`src/rtl/inst_buffer.sv`:
```
// inst_buffer: fetch-side instruction queue between IF and decode.
// Circular buffer of {inst, pc} with wrap-bit pointers, valid/ready on both sides,
// single-cycle flush. Optional same-cycle bypass on an empty buffer when the
// IBUF_BYPASS_EN macro is defined; the default build has no bypass.

`ifndef XLEN
`define XLEN 32
`endif

module inst_buffer #(
  parameter int unsigned DEPTH = 8
) (
  input  logic                         clock,
  input  logic                         reset,
  input  logic                         if_valid,
  input  logic [31:0]                  if_inst,
  input  logic [`XLEN-1:0]             if_pc,
  output logic                         if_ready,
  input  logic                         flush,
  input  logic                         dec_ready,
  output logic                         out_valid,
  output logic [31:0]                  out_inst,
  output logic [`XLEN-1:0]             out_pc,
  output logic [$clog2(DEPTH+1)-1:0]   count
);

  localparam int unsigned IdxW = $clog2(DEPTH);
  localparam int unsigned PtrW = IdxW + 1;
  localparam int unsigned CntW = $clog2(DEPTH + 1);

  logic [31:0]       inst_mem [DEPTH];
  logic [`XLEN-1:0]  pc_mem   [DEPTH];

  logic [PtrW-1:0]   head_q, head_d;
  logic [PtrW-1:0]   tail_q, tail_d;
  logic [CntW-1:0]   count_q, count_d;

  logic [IdxW-1:0]   head_idx;
  logic [IdxW-1:0]   tail_idx;
  logic              empty;
  logic              full;
  logic              bypass;
  logic              stored_valid;
  logic              enq;
  logic              deq;

  assign head_idx = head_q[IdxW-1:0];
  assign tail_idx = tail_q[IdxW-1:0];
  assign count    = count_q;

  // Status, handshakes and head presentation.
  always_comb begin
    empty = (head_q == tail_q);
    full  = (head_idx == tail_idx) && (head_q[IdxW] != tail_q[IdxW]);
    // if_ready depends only on registered state plus flush/reset, never on dec_ready.
    if_ready = !full && !flush && !reset;
`ifdef IBUF_BYPASS_EN
    bypass = empty && if_valid && !flush && !reset;
`else
    bypass = 1'b0;
`endif
    stored_valid = !empty && !flush;
    out_valid    = stored_valid || bypass;
    out_inst     = 32'h0;
    out_pc       = '0;
    if (stored_valid) begin
      out_inst = inst_mem[head_idx];
      out_pc   = pc_mem[head_idx];
    end else if (bypass) begin
      out_inst = if_inst;
      out_pc   = if_pc;
    end
    // A bypassed instruction taken by decode is never written.
    enq = if_valid && if_ready && !(bypass && dec_ready);
    deq = stored_valid && dec_ready;
  end

  // Next-state for pointers and occupancy; flush overrides everything.
  always_comb begin
    head_d  = head_q;
    tail_d  = tail_q;
    count_d = count_q;
    if (flush) begin
      head_d  = '0;
      tail_d  = '0;
      count_d = '0;
    end else begin
      if (enq) tail_d = tail_q + PtrW'(1);
      if (deq) head_d = head_q + PtrW'(1);
      if (enq && !deq) begin
        count_d = count_q + CntW'(1);
      end else if (deq && !enq) begin
        count_d = count_q - CntW'(1);
      end
    end
  end

  // Pointer and count registers, cleared asynchronously.
  always_ff @(posedge clock or posedge reset) begin
    if (reset) begin
      head_q  <= '0;
      tail_q  <= '0;
      count_q <= '0;
    end else begin
      head_q  <= head_d;
      tail_q  <= tail_d;
      count_q <= count_d;
    end
  end

  // Entry storage; contents are don't-care once pointers are reset.
  always_ff @(posedge clock) begin
    if (enq) begin
      inst_mem[tail_idx] <= if_inst;
      pc_mem[tail_idx]   <= if_pc;
    end
  end

endmodule

```
`config.mk`:
```
export PLATFORM = sky130hd
export DESIGN_NAME = inst_buffer
export DESIGN_NICKNAME = d
export VERILOG_FILES = /design/src/rtl/inst_buffer.sv
export SDC_FILE = /design/constraint.sdc
export NUM_CORES = 1
export LEC_CHECK = 0
export CAP_MARGIN = 20
export CORE_ASPECT_RATIO = 1.2
export CORE_UTILIZATION = 30
export DETAILED_ROUTE_END_ITERATION = 12
export PLACE_DENSITY = 0.44
export SYNTH_ARGS = -nofsm -noshare
export SYNTH_HDL_FRONTEND = slang
export SYNTH_SLANG_ARGS = --single-unit
```
`constraint.sdc`:
```
create_clock -name clock -period 9.6 [get_ports clock]
set_input_delay 1.92 -clock clock [delete_from_list [all_inputs] [get_ports clock]]
set_output_delay 1.92 -clock clock [all_outputs]
set_load 0.01 [all_outputs]
```
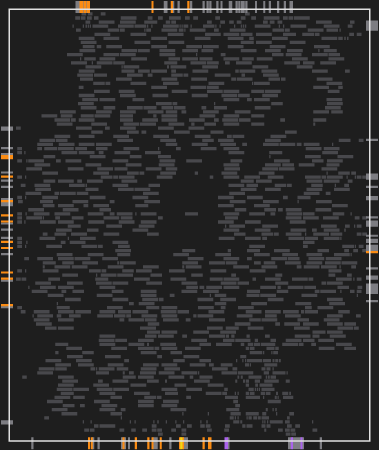
(pin map)
(1.5 px per um) Pins as bars across the die edge, other pins in gray.
[yellow] out_valid | pins: 1 | direction: output | edge: bottom
[orange] out_pc | pins: 32 | direction: output | edge: 12 bottom, 11 left, 8 top, 1 right
[purple] count | pins: 4 | direction: output | edge: bottom
die x size: 239.4 um
Die H: 286.8 um
I/O Buffers: 138

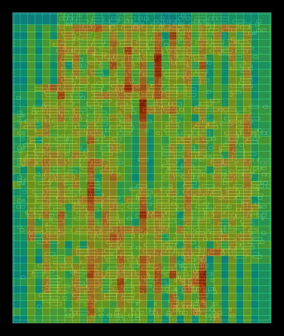
(congestion heat map)
WL/cell: 22.81 um
GR Util All Layers: 13.60%
met3 Use GR: 2.516%
met1 usage: 17.64%

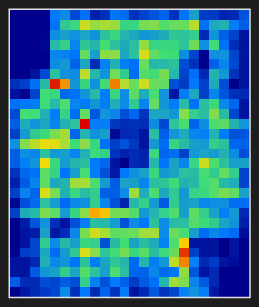
(signal metal coverage by tile)
(1 px per um) The die is cut into 24 by 29 equal tiles; dark blue is low, red is high, scaled to the fullest tile. Values are wire area over tile area, all layers added.
fullest tile: 0.34
mean over tiles: 0.10
tiles over half the peak: 17%
nearly empty tiles: 7.5%
via count: 9,256
Post-Route WL: 45,970 um

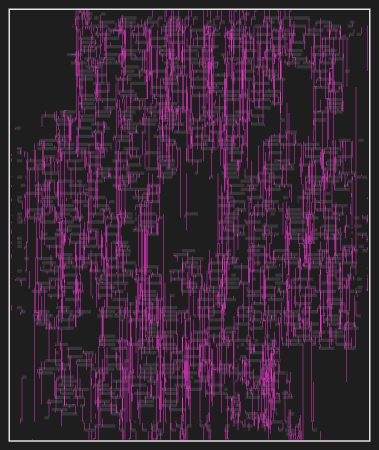
(M2 wires)
(1.5 px per um) Cells faint in the background.
main direction: vertical
share of all routed wire: 51%
longest straight run: 125 um
wire length on this layer: 23.3 mm
met2 usage: 23.15%

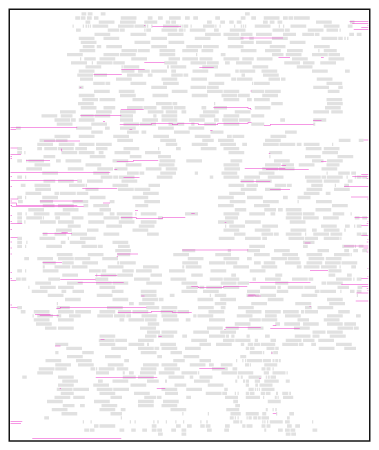
(M3 wires)
(1.5 px per um) Cells faint in the background.
main direction: horizontal
wire length on this layer: 1,650 um
share of all routed wire: 3.6%
nets with wire on the layer: 83

[cell usage in the layout, fill, tap and decap left out, drive strengths merged, types with 12 or more instances in the layout]
master	instances
edfxtp	512
mux2i	66
clkbuf	72
nand2	12
buf	21
nor2	73
dfrtp	12
mux4	128
clkdlybuf4s50	138
clkinv	21
[report_power, final]
part           total, uW  internal, uW  switching [uW]  leakage, uW
Sequential          2540          2520            19.6      0.00476
Clock               1970          1130             838     0.000816
Combinational        310           162             148      0.00174
[flip-flops by register name, indices dropped and copies added, names as in the netlist]
name      count
count         4
head_q        4
inst_mem    256
pc_mem      256
tail_q        4
[stage by stage]
step | cell area, um2 | cells
finish | 24450 | 2015
global route | 24450 | 2015
CTS | 24450 | 2015
detailed placement | 22790 | 1920
global placement | 22790 | 1920
floorplan | 20290 | 911
==> GITHUB_STEP_SUMMARY <==
### Flow metrics

| Metric | Value |
|---|---|
| Final hold slack | 0.5608 ns |
| Clk tree area frac | 6.785% |
| WHS Endpoint | head_q[3] |
| Signal buffers | 159 |
| Yosys Chip Area | 20,280 um2 |
| Status | completed |
| Initial Util | 30.27% |
| Reg clk slew, reported paths | 0.06 ns |
| Crit path max-delay family | buffers and inverters |
| Clock sink count | 524 |
| Crit path to | out_inst[4] |
| Endpoints failing hold | 0 |
| XOR/XNOR Area Share | 0.6908% |
| Setup ws final | 3.382 ns |
| Worst path required time | 7.68 ns |
| Worst reg2reg path depth | 5 |
| Synthesized cell area | slightly above 20,000 um2 |
| Flop share of the area | 64.15% |
| Async set or reset register ratio after synthesis | 2.290% |
| Maximum vdd drop | 0.1268 mV |
| Clock skew | 0.01344 ns |
| P&R area growth vs syn | 20.55% |
| Critical path type | in2out |
| Warnings, synthesis | 0 |
| MUX share of area | 17.47% |
| Yosys top cell by area | edfxtp_1 |
| DR top layer | met5 |
| CP Capture Type | primary output |
| IO Pins | 139 |
| Non-clock inverters | 7 |
| Slew margin rel. | 26.30% |
| Via count of the first global-routing pass | 10,106 |
| Top class by area | flip-flops and latches |
| Comb area share | a little under a fifth |
| Top cells by count, synth | edfxtp_1, mux4_2, nor2_1, mux2i_1, buf_2 |
| Hold depth | 1 |
| Buffer share of cell area | ~6.3% |
| Simple Share, Synth | roughly 2.2% |
| Initial antenna violation count | 4 |
| Min cycle time layout | 6.218 ns |
| Power consumption | 4825 uW |
| HP Class | reg2reg |
| Starting DRC count in detailed routing | 546 |
| Final ANT Viol Nets | 0 |
Power and IR drop assume default switching activity.
